==> config.mk <==
export PLATFORM = sky130hd
export DESIGN_NAME = rom_access_ctrl
export DESIGN_NICKNAME = d
export VERILOG_FILES = /design/src/rtl/rom_access_ctrl.sv
export SDC_FILE = /design/constraint.sdc
export NUM_CORES = 1
export LEC_CHECK = 0
export CORE_ASPECT_RATIO = 1.4
export CORE_MARGIN = 4
export CORE_UTILIZATION = 35
export CTS_BUF_LIST = sky130_fd_sc_hd__clkbuf_2 sky130_fd_sc_hd__clkbuf_4 sky130_fd_sc_hd__clkbuf_8
export DETAILED_ROUTE_END_ITERATION = 8
export PLACE_DENSITY = 0.81
export SLEW_MARGIN = 20
export SYNTH_ARGS = -nofsm -noshare
export SYNTH_HDL_FRONTEND = slang
export SYNTH_SLANG_ARGS = --single-unit
==> constraint.sdc <==
create_clock -name clk -period 2.3 [get_ports clk]
set_input_delay 0.69 -clock clk [delete_from_list [all_inputs] [get_ports clk]]
set_output_delay 0.69 -clock clk [all_outputs]
set_load 0.1 [all_outputs]
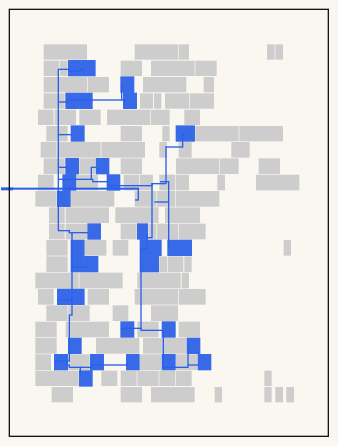
Run 1: nets reached from selected ports
(6 px per um)
`reset` -> blue  # bits 1, direction input, end cells 33, wire 222 um
Port-buffer cells: 38
boundary pin count: 71

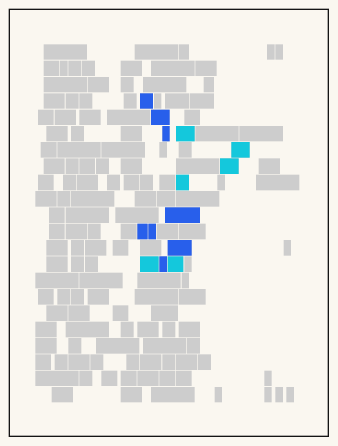
Run 1: gate-type map
(6 px per um)
NOR gates -> blue  # cells 8, most used nor2_1, where middle
inverting AOI/OAI gates -> cyan  # cells 6, most used a2111oi_0
multi-input combinational area share: 37.8%
Commonest Layout Cell: sky130_fd_sc_hd__nand2b_1
non-filler instance count after layout: 179

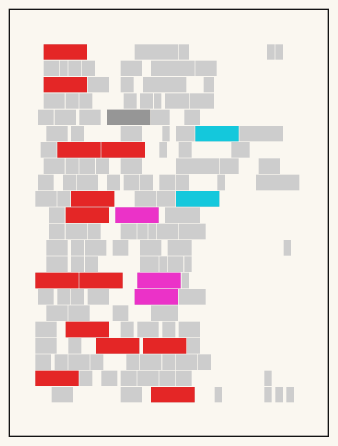
Run 1: register map, names as in the netlist
(6 px per um)
`state` -> cyan  # flops 2
`rom_ad` -> red  # flops 13
`cnt` -> magenta  # flops 3
not coloured = 1
Final Util: 54.1%
register fraction of the total cell area: 26.3%

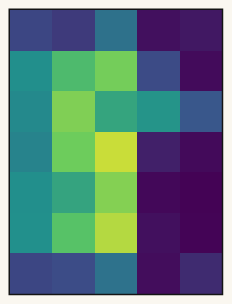
Run 1: cell area per tile
(4 px per um) 5 x 7 tiles, from dark purple (low) to yellow (high), 0 to 100% covered.
emptiest ninth of the die = bottom right
mean over tiles = 37%
densest ninth of the die = middle
fullest tile = 92%
tiles over 75% full = 17%
nearly empty tiles = 5.7%
share of the core filled by cells before placement: 37.1%
area of the core region: 2670 um2

==> out/metrics.csv <==
stage;metric;value;unit
pwr;power_frac_comb;37.6;%
worst_setup_path;timing.critical_path.cells;buf_6 -> or4_4 -> nor2_4 -> o21ai_2 -> buf_12;
clocking;numClockSinks;19;
pwr;power.density;614;nW/um2
logic_synthesis;synth-async-reset-ratio;0;%
worst_setup_path;reg2reg_setup_slack;990;ps
logic_synthesis;synth_area;990;um2
drt;detailedRoute.firstIterationViolations;9;
run;drv.max_cap_violation_count;0;
floorplanning;die_x;52.9;um
worst_setup_path;critical-path-slowest-cell;sky130_fd_sc_hd__or4_4;
final_timing;rsz0062_at_grt;true;
global_routing;via_count_of_the_first_global_routing_pass;798;
logic_synthesis;netlist_instances;103;
logic_synthesis;proportion_of_synthesized_chip_area_in_sequential_cells;38.4;%
global_routing;antenna_found_initial;0;
logic_synthesis;ys_cells;103;
pwr;maximum_vdd_ir_drop;0.425;mV
worst_setup_path;slowest_delay;550;ps
layout;area_growth_syn_to_layout;46.0;%
pwr;static-leakage-power;0.582;nW
pwr;pwr.group.clock;0.000177;W
worst_setup_path;timing.critical_path.to_type;output pin;
final_timing;setup_ws;-99.5;ps
global_routing;grt_start_max_net_pins;33;
floorplanning;cell_row_count;22;
worst_hold_path;holdPathStages;2;
drt;route.vias.total;778;
floorplanning;fp.dieArea;3750;um2
logic_synthesis;synth-seq-cells;19;
worst_setup_path;crit_path_max_fanout;2;
drt;drt.antenna.violating_nets;0;
clocking;h-tree-depth;1;
final_timing;clock_skew;3.91;ps
floorplanning;die_h;70.9;um
clocking;cts_made_buffers;3;
layout;largest_register_ff_count;13;
global_routing;grt_use_total;11.0;%
clocking;cts.path.max_buffers;2;
global_routing;globalRouteOverflowTotal;0;
pwr;power_switching_share;36.5;%
final_timing;share_of_the_clock_period_used_by_the_worst_path_after_layout;104;%
placement;placed_cell_count;174;
worst_setup_path;critical_path_depth;5;
status;failing_checks;setup timing;
pwr;power.net_switching;0.000324;W
logic_synthesis;synth.largest_area_cell;sky130_fd_sc_hd__dfxtp_1;
worst_setup_path;ff2ff_path_depth;5;
worst_setup_path;worst_ep_arrival_time;1710;ps
logic_synthesis;post_synth.cell_area_avg;9.61;um2
pwr;seq_power;0.000377;W
layout;antenna_cells_inserted;0;
pwr;power_top_consumer;sequential cells;
logic_synthesis;ys_top_cells_by_area;sky130_fd_sc_hd__dfxtp_1, sky130_fd_sc_hd__nand2b_1, sky130_fd_sc_hd__mux2i_1, sky130_fd_sc_hd__buf_4, sky130_fd_sc_hd__ha_1;
worst_setup_path;cp.required;1610;ps
pwr;power.sequential.fraction;42.5;%
logic_synthesis;count_of_flip_flops_with_a_built_in_enable_after_synthesis;0;
logic_synthesis;ys_top_cells_by_count;sky130_fd_sc_hd__nand2b_1, sky130_fd_sc_hd__dfxtp_1, sky130_fd_sc_hd__mux2i_1, sky130_fd_sc_hd__buf_4;
drt;detail_route.first_pass.iterations;3;
final_timing;slew_viol_final;0;
drt;routed_wl;1.96;mm
logic_synthesis;yosys_most_used_dff;sky130_fd_sc_hd__dfxtp_1;
pwr;pg_comb;0.000334;W
clocking;cts.reportedPaths.clkPinSlew;100;ps
logic_synthesis;yosysWarnings;0;
layout;post_route_cells_drive_above_1_share;25.2;%
layout;net_total_in_the_final_layout;191;
status;status;finished with violations;
worst_setup_path;crit_type;input port to output pin;
worst_setup_path;cell_family_contributing_the_most_delay_on_the_critical_path;simple AND/OR/NAND/NOR gates;
drt;routedWlPerCell;10.9;um
drt;vias_per_cell;4.35;
clocking;cts-root-buf;sky130_fd_sc_hd__clkbuf_4;
worst_hold_path;worst_hold_path_type;register to register;
logic_synthesis;synth.most_common_cell;sky130_fd_sc_hd__nand2b_1;
logic_synthesis;synth.top_cell.area_share;38.4;%
pwr;pwr-share-clk;19.9;%
pwr;internal_power;0.000563;W
final_timing;timing.final.crit_period;2400;ps
final_timing;report.final.setup_viol;1;
drt;detail_route.drc_violations;0;
logic_synthesis;synth_chip_area;990;um2
run;stage_log_warnings;54;
logic_synthesis;post_synth_num_cell_types;22;
clocking;clk-insertion-delay-late;290;ps
placement;globalplace.congestion;0.661;
placement;dp_worst_setup_slack;-509;ps
worst_setup_path;crit_path_start_kind;input port;
final_timing;clock.fmax;417;MHz
placement;dpl.hpwl;1.54;mm
final_timing;hold_viol_final;0;
clocking;post_cts_hold_buffer_count;0;
clocking;cts_tree;done;
global_routing;grt_pass1_wl;3.23;mm
worst_setup_path;cp_num_buf_inv;2;
## run 1: worst reg2reg max path, delay by kind of cell, from the launching register on
kind / cells / cell delay [ps]
AND/OR/NAND/NOR: 2 / 180
buffers and inverters: 1 / 100
adder cells (fa/ha/maj): 1 / 230
AND-OR/OR-AND: 1 / 330
flip-flops: 1 / 370
## run 1: cell type report
cell class / instances / area [um2]
clock buffers: 4 / 30.0
fillers: 254 / 1220
inverters: 5 / 18.8
multi-input cells: 74 / 547
flip-flops and latches: 19 / 380
well taps: 36 / 45.0
repair buffers: 41 / 424
## run 1: logic make-up after synthesis
| logic type | synth area share (%) |
|---|---|
| AOI/OAI and AO/OA | 5.18 |
| muxes | 15.2 |
| adders and majority gates | 3.79 |
| buffers and inverters | 11.4 |
| and+or+nand+nor | 24.8 |
| other | 0.379 |
| DFF | 38.4 |
| xor gates and xnor gates | 0.885 |
## run 1: layer usage
layer,part of all wire (%),track usage (%)
met3,7.7,2.74
met2,54,21.0
met1,37,10.6
met5,0,0
met4,0.92,4.26
## run 1: per-stage QoR
step	power, W	area, um2	TNS (ps)	hold WS, ps
2_1_floorplan	0.000646	1030	-345	468
3_3_place_gp	0.000701	1410	-481	460
3_5_place_dp	0.000720	1410	-550	465
4_1_cts	0.000898	1450	-103	490
5_1_grt	0.000945	1450	-107	502
6_report	0.000887	1450	-99.5	483
## run 1: cell usage in the layout, fill, tap and decap left out
cell / synthesis / layout
sky130_fd_sc_hd__dfxtp_1: 19 / 19
sky130_fd_sc_hd__o21ba_2: 1 / 1
sky130_fd_sc_hd__and2_1: 1 / 1
sky130_fd_sc_hd__mux2i_1: 15 / 15
sky130_fd_sc_hd__a2111oi_0: 2 / 2
sky130_fd_sc_hd__clkdlybuf4s15_1: 0 / 1
sky130_fd_sc_hd__ha_1: 3 / 3
sky130_fd_sc_hd__clkbuf_4: 0 / 4
sky130_fd_sc_hd__or4_4: 1 / 1
sky130_fd_sc_hd__clkdlybuf4s50_1: 0 / 16
sky130_fd_sc_hd__xnor2_1: 1 / 1
sky130_fd_sc_hd__conb_1: 1 / 9
sky130_fd_sc_hd__inv_1: 5 / 5
sky130_fd_sc_hd__buf_4: 9 / 15
sky130_fd_sc_hd__buf_2: 0 / 2
sky130_fd_sc_hd__o21bai_1: 1 / 1
sky130_fd_sc_hd__nor2b_2: 0 / 1
sky130_fd_sc_hd__nor3_1: 1 / 1
sky130_fd_sc_hd__nand2b_1: 29 / 29
sky130_fd_sc_hd__a21oi_2: 0 / 1
sky130_fd_sc_hd__buf_6: 0 / 1
sky130_fd_sc_hd__nor2_2: 0 / 1
sky130_fd_sc_hd__nor3_4: 1 / 1
sky130_fd_sc_hd__nor2_4: 0 / 1
sky130_fd_sc_hd__a31oi_1: 1 / 1
sky130_fd_sc_hd__buf_12: 0 / 6
sky130_fd_sc_hd__nor2_1: 5 / 3
sky130_fd_sc_hd__o21ai_2: 0 / 1
## run 1: repair_timing
item | in CTS | in global routing
pin swaps | 2 | 1
gates resized | 15 | 0
setup buffers | 1 | 0
setup endpoints to repair | 1 | 1
endpoints found under the hold margin | 0 | 0
Power figures rest on the tool's default switching activity, not on a simulated workload.
